===== src/rtl/uart_status_tx.sv =====
// uart_status_tx: snapshots waveform code and phase increment on request and
// sends them back to the host as a 7-byte UART 8N1 status frame.
// Frame: SYNC, wf, adder[31:24], adder[23:16], adder[15:8], adder[7:0], checksum.
module uart_status_tx #(
  parameter int unsigned CLK_DIV   = 1736,
  parameter logic [7:0]  SYNC_BYTE = 8'hA5
) (
  input  logic        clk,
  input  logic        rst,
  input  logic [7:0]  wf,
  input  logic [31:0] adder,
  input  logic        send,
  output logic        tx,
  output logic        busy,
  output logic        done
);

  localparam int unsigned BAUD_W = $clog2(CLK_DIV);
  localparam logic [BAUD_W-1:0] BAUD_LAST = BAUD_W'(CLK_DIV - 1);
  localparam logic [2:0] LAST_BYTE = 3'd6;
  localparam logic [2:0] LAST_BIT  = 3'd7;

  typedef enum logic [1:0] {IDLE, START, DATA, STOP} state_t;

  state_t             state_q, state_d;
  logic [BAUD_W-1:0]  baud_q, baud_d;
  logic [2:0]         bit_q, bit_d;
  logic [2:0]         byte_q, byte_d;
  logic [7:0]         wf_q, wf_d;
  logic [31:0]        adder_q, adder_d;
  logic [7:0]         ck_q, ck_d;
  logic               tx_q, tx_d;
  logic               busy_q, busy_d;
  logic               done_q, done_d;

  logic [7:0]         cur_byte;
  logic [2:0]         bit_nxt;
  logic               baud_end;

  // Select the frame byte currently being serialised.
  always_comb begin
    cur_byte = SYNC_BYTE;
    case (byte_q)
      3'd0:    cur_byte = SYNC_BYTE;
      3'd1:    cur_byte = wf_q;
      3'd2:    cur_byte = adder_q[31:24];
      3'd3:    cur_byte = adder_q[23:16];
      3'd4:    cur_byte = adder_q[15:8];
      3'd5:    cur_byte = adder_q[7:0];
      default: cur_byte = ck_q;
    endcase
  end

  assign bit_nxt  = bit_q + 3'd1;
  assign baud_end = (baud_q == BAUD_LAST);

  // Next-state and registered-output logic for the frame sequencer.
  always_comb begin
    state_d = state_q;
    baud_d  = baud_q;
    bit_d   = bit_q;
    byte_d  = byte_q;
    wf_d    = wf_q;
    adder_d = adder_q;
    ck_d    = ck_q;
    tx_d    = tx_q;
    busy_d  = busy_q;
    done_d  = 1'b0;

    if (state_q != IDLE) begin
      baud_d = baud_end ? '0 : baud_q + BAUD_W'(1);
    end

    case (state_q)
      IDLE: begin
        tx_d   = 1'b1;
        busy_d = 1'b0;
        if (send) begin
          // Snapshot inputs so later changes cannot corrupt the frame in flight.
          wf_d    = wf;
          adder_d = adder;
          ck_d    = wf + adder[31:24] + adder[23:16] + adder[15:8] + adder[7:0];
          state_d = START;
          baud_d  = '0;
          bit_d   = 3'd0;
          byte_d  = 3'd0;
          tx_d    = 1'b0;
          busy_d  = 1'b1;
        end
      end
      START: begin
        if (baud_end) begin
          state_d = DATA;
          bit_d   = 3'd0;
          tx_d    = cur_byte[0];
        end
      end
      DATA: begin
        if (baud_end) begin
          if (bit_q == LAST_BIT) begin
            state_d = STOP;
            tx_d    = 1'b1;
          end else begin
            bit_d = bit_nxt;
            tx_d  = cur_byte[bit_nxt];
          end
        end
      end
      STOP: begin
        if (baud_end) begin
          if (byte_q == LAST_BYTE) begin
            state_d = IDLE;
            byte_d  = 3'd0;
            busy_d  = 1'b0;
            done_d  = 1'b1;
          end else begin
            state_d = START;
            byte_d  = byte_q + 3'd1;
            tx_d    = 1'b0;
          end
        end
      end
      default: begin
        state_d = IDLE;
        tx_d    = 1'b1;
        busy_d  = 1'b0;
      end
    endcase
  end

  // State and output registers; reset abandons any frame and idles the line.
  always_ff @(posedge clk or posedge rst) begin
    if (rst) begin
      state_q <= IDLE;
      baud_q  <= '0;
      bit_q   <= 3'd0;
      byte_q  <= 3'd0;
      wf_q    <= 8'd0;
      adder_q <= 32'd0;
      ck_q    <= 8'd0;
      tx_q    <= 1'b1;
      busy_q  <= 1'b0;
      done_q  <= 1'b0;
    end else begin
      state_q <= state_d;
      baud_q  <= baud_d;
      bit_q   <= bit_d;
      byte_q  <= byte_d;
      wf_q    <= wf_d;
      adder_q <= adder_d;
      ck_q    <= ck_d;
      tx_q    <= tx_d;
      busy_q  <= busy_d;
      done_q  <= done_d;
    end
  end

  assign tx   = tx_q;
  assign busy = busy_q;
  assign done = done_q;

endmodule


===== config.mk =====
export PLATFORM = sky130hd
export DESIGN_NAME = uart_status_tx
export DESIGN_NICKNAME = d
export VERILOG_FILES = /design/src/rtl/uart_status_tx.sv
export SDC_FILE = /design/constraint.sdc
export NUM_CORES = 1
export LEC_CHECK = 0
export CAP_MARGIN = 5
export CORE_ASPECT_RATIO = 0.75
export CORE_MARGIN = 4
export CORE_UTILIZATION = 52
export DETAILED_ROUTE_END_ITERATION = 16
export GPL_ROUTABILITY_DRIVEN = 1
export GPL_TIMING_DRIVEN = 1
export PLACE_DENSITY = 0.74
export SYNTH_ARGS = -nofsm -noshare
export SYNTH_HDL_FRONTEND = slang
export SYNTH_SLANG_ARGS = --single-unit
export TNS_END_PERCENT = 50

===== constraint.sdc =====
create_clock -name clk -period 2.28 [get_ports clk]
set_clock_uncertainty 0.15 [all_clocks]
set_input_delay 0.228 -clock clk [delete_from_list [all_inputs] [get_ports clk]]
set_output_delay 0.228 -clock clk [all_outputs]
set_load 0.005 [all_outputs]

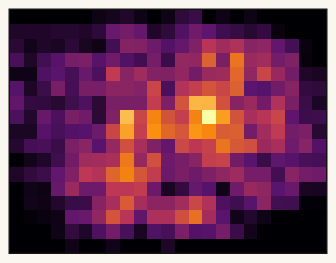
Fig. 1. Wiring heat map.
23 x 17 tiles, from black (low) to pale yellow (high), scaled to the fullest tile. Values are wire area over tile area, all layers added.
mean over tiles = 0.17
emptiest ninth of the die = south-east
tiles over half the peak = 14%
WL/cell: 16.60 um
DR vias: 3626
final WL: 10.79 mm
Total Routing Usage GR: 22.70%

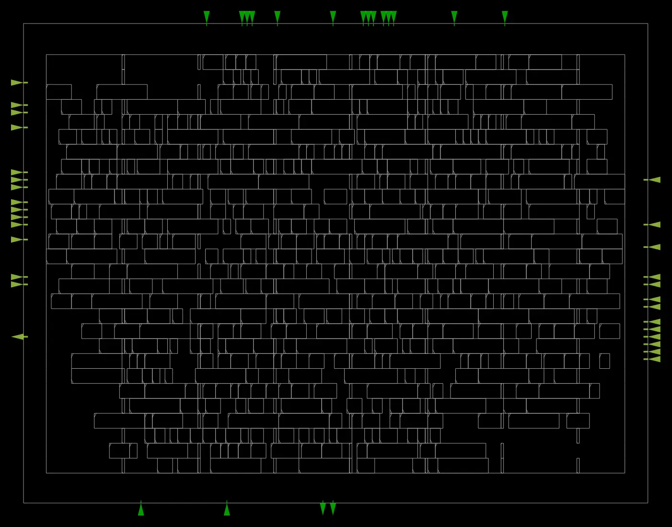
Fig. 2. Cell placement.
FP Rows: 28
Seq area share: 30.53%

==> flow_summary_export.csv <==
group,metric,value,unit
die,initial_utilization,54.29,%
yosys,ys_chip_area,4355,um2
yosys,numSynthFlops,70,
place,gp_congestion,0.8491,
layout,diodes,0,
critical_path,critical_path.top_delay_family,"adder cells",
die,io_pins,46,
sta,hold_viol,0,
yosys,ys_seq_share,40.25,%
layout,synthToLayoutAreaGrowth,31.92,%
critical_path,cpPeakStageDelay,530,ps
power,cellInternalPower,3982,uW
sta,tightest_slew,415.0,ps
sta,slew_violations,0,
clock_network,postCtsResizedCells,62,
die,die_x,113.7,um
flow_run,warnings,32,
yosys,syn_avg_cell_area,9.899,um2
layout,clock_area_share,3.484,%
critical_path,cp_slowest_cell,"fa_1",
clock_network,cts_buffers,9,
critical_path,worstPathCellList,"clkdlybuf4s50_1 -> inv_2 -> fa_1 -> inv_2 -> fa_1 -> inv_2 -> fa_1 -> inv_2 -> ha_4 -> nand2_2 -> o21ai_2 -> xnor2_1 -> o21ai_1",
layout,bufAreaShareNonClock,16.05,%
drt,final_antenna_net_count,0,
critical_path,critPathKind,"input pin to flop",
clock_network,root_buffer,"clkbuf_8",
layout,ff_latch_area,1754,um2
yosys,synth_stat.cells,440,
power,seq_power_share,32.8,%
power,power_frac_comb,50.9,%
layout,clkbuf_count,12,
critical_path,cpMostUsedCell,"inv_2",
sta,period_needed,2975,ps
power,p_total,6392,uW
layout,nMultiInputCombCells,294,
yosys,synthCells,440,
critical_path,crit_buf_inv,5,
drt,drtPass1Iterations,6,
sta,finalClockPeriodUsage,130.5,%
sta,rsz0062_at_grt,"true",
layout,logic_area,2516,um2
critical_path,end_kind,"flop",
place,dpl.hpwl,7.424,mm
layout,nets,619,
layout,nFlopsAndLatches,70,
die,die_h,87.26,um
clock_network,cts_tree,"done",
outcome,status,"finished, violations left",
min_path,hp-class,"input pin to flop",
sta,fin_ws,-694.6,ps
outcome,violations,"negative setup slack",
drt,first_iter_violations,266,
critical_path,crit_path_start_kind,"input pin",
die,coreArea,8023,um2
power,power_density,1113,nW/um2
clock_network,post_cts_buffers,2,
yosys,synthArstFlopShare,100.0,%
clock_network,ctsHoldBuffers,3,
flow_run,drv_cap,0,
clock_network,clockBufferDepth,2,
critical_path,cp_max_fo,3,
clock_network,clkTransAtPathRegs,80,ps
clock_network,clkSinkCount,70,
critical_path,cp_data_arrival_time,3060,ps
critical_path,required,2370,ps
clock_network,h-tree-depth,3,
yosys,edf_count,0,
die,taps,105,
power,p_switching,2411,uW
yosys,synth_warnings,0,
yosys,synth_nets,519,
sta,slew_headroom,72.26,%
drt,drc,0,
grt,grt_pass1_vias,3578,
grt,grt_pass1_wl,17.66,mm
layout,sh_comb_area,43.79,%
yosys,flop_cell,"dfrtp_1",
yosys,synth_cell_types,56,
grt,grt_remaining_overflow,0,
clock_network,worstSkewPairLatency,360,ps
layout,nNonClkInverters,59,
grt,grt_antenna_before_repair,0,
grt,grt_max_degree,76,
sta,finalSetupViolCount,6,
power,leakagePower,0.002686,uW
place,pre_cts_slack,-1544,ps
layout,top_area_cell_class,"multi-input combinational cells",
layout,nonClockBufferCount,106,
yosys,synthesis.area,4355,um2
drt,viasPerCell,5.578,
power,peakVddDrop,575.6,uV
layout,n_fill_cell,578,
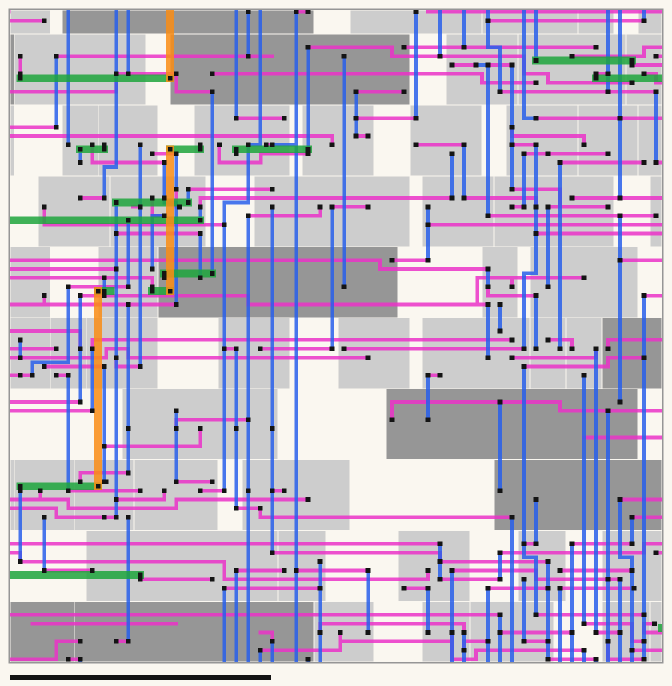
Fig. 3. Close-up of the layout.
Bar = 10 um. Window x 44 to 69, y 14 to 39 um. Cells in gray, sequential cells in the stronger gray; small squares are vias.
metal 1 -> magenta
metal 2 -> blue
metal 4 -> orange
metal 3 -> green
cells with their middle in the window = 44
sequential cells in the window = 5
netlist names of flops here include = byte_q (2)
most frequent = buf_4 (8), dfrtp_1 (4), nor2_1 (3)

==> cell usage in the layout (no fill, tap or decap), types with 4 or more instances in the layout <==
master / n
buf_6: 4
clkbuf_8: 11
buf_4: 53
xnor2_1: 10
nand3_1: 5
buf_2: 4
clkdlybuf4s50_1: 25
mux2_2: 33
o31ai_1: 5
dfrtp_1: 68
inv_1: 30
nand3b_1: 4
and3_1: 5
clkbuf_2: 6
nand2_1: 45
xor2_1: 4
inv_2: 29
nor2_1: 11
o21ai_0: 35
a21oi_1: 11
fa_1: 18
ha_1: 9
dlymetal6s2s_1: 4
o21ai_1: 7
nor2_2: 4
ha_4: 6
nand2b_1: 7
nor2b_1: 6
==> worst register-to-register path, stage by stage, from the launching register on <==
cell and delay (ps):
dfrtp_1 390, or4b_4 580, nor3_4 300, nand2b_1 130, a221o_1 350, mux2_2 270
==> per-layer routing <==
metal	global-route usage [%]	vias up	part of all wire, %
li1	-	1695	-
met1	33.44	1763	46
met2	33.56	143	45
met3	4.306	25	6.4
met4	8.188	0	1.9
met5	0	-	0
==> state kept, by name (all words and copies together), names as in the netlist <==
| signal | flops |
|---|---|
| wf_q | 8 |
| done | 1 |
| tx | 1 |
| ck_q | 8 |
| state_q | 2 |
| byte_q | 3 |
| bit_q | 3 |
| baud_q | 11 |
| busy | 1 |
| adder_q | 32 |
==> synth_stat cells, types with 9 or more instances <==
| library cell | n | area [um2] |
|---|---|---|
| nand2b_1 | 9 | 56.30 |
| a21oi_1 | 15 | 75.07 |
| xnor2_1 | 11 | 96.34 |
| fa_1 | 20 | 400.4 |
| mux2_2 | 33 | 371.6 |
| nand2_1 | 48 | 180.2 |
| clkbuf_1 | 13 | 48.80 |
| o21ai_0 | 43 | 215.2 |
| dfrtp_1 | 69 | 1727 |
| ha_1 | 16 | 200.2 |
| nor2_1 | 16 | 60.06 |
| inv_1 | 59 | 221.5 |
==> worst paths after layout <==
check	from	to	slack [ps]	cells after the start
min in group asynchronous	rst	baud_q[3]	90	3
max in group asynchronous	rst	byte_q[0]	1520	3
setup / recovery	adder[13]	ck_q[7]	-690	13
setup reg to reg	baud_q[5]	bit_q[0]	10	5
hold / removal	adder[1]	adder_q[1]	4	2
hold reg to reg	adder_q[6]	adder_q[6]	330	2
==> kinds of logic (layout without fill, tap and decap cells) <==
logic type | after synthesis | count (layout) | synth area share [%]
xor+xnor | 15 | 15 | 3.016
fa+ha+maj | 36 | 36 | 13.79
compound gates | 96 | 96 | 14.08
buf+inv | 76 | 181 | 6.636
flops | 70 | 70 | 40.25
simple gates | 111 | 111 | 13.01
mux | 36 | 36 | 9.222
==> power by group through the flow <==
stage	combinational, uW	clock, uW	sequential (uW)
floorplan	1900	0	1980
global placement	2680	0	2080
detailed placement	2790	0	2100
CTS	2970	1060	2080
global route	3590	1110	2160
finish	3250	1040	2100
==> per-stage QoR <==
stage          TNS (ps)  hold slack (ps)  std cells  util, %  cell area, um2
3_5_place_dp      -8935            319.8        625    66.38            5325
5_1_grt           -3913            19.33        650    71.62            5746
6_report          -3283            3.925        650    71.62            5746
2_1_floorplan     -4673            186.6        440        -            4380
4_1_cts           -3519            1.803        646    69.88            5607
3_3_place_gp      -8645            307.1        625    66.38            5325
Power figures rest on the tool's default switching activity, not on a simulated workload.
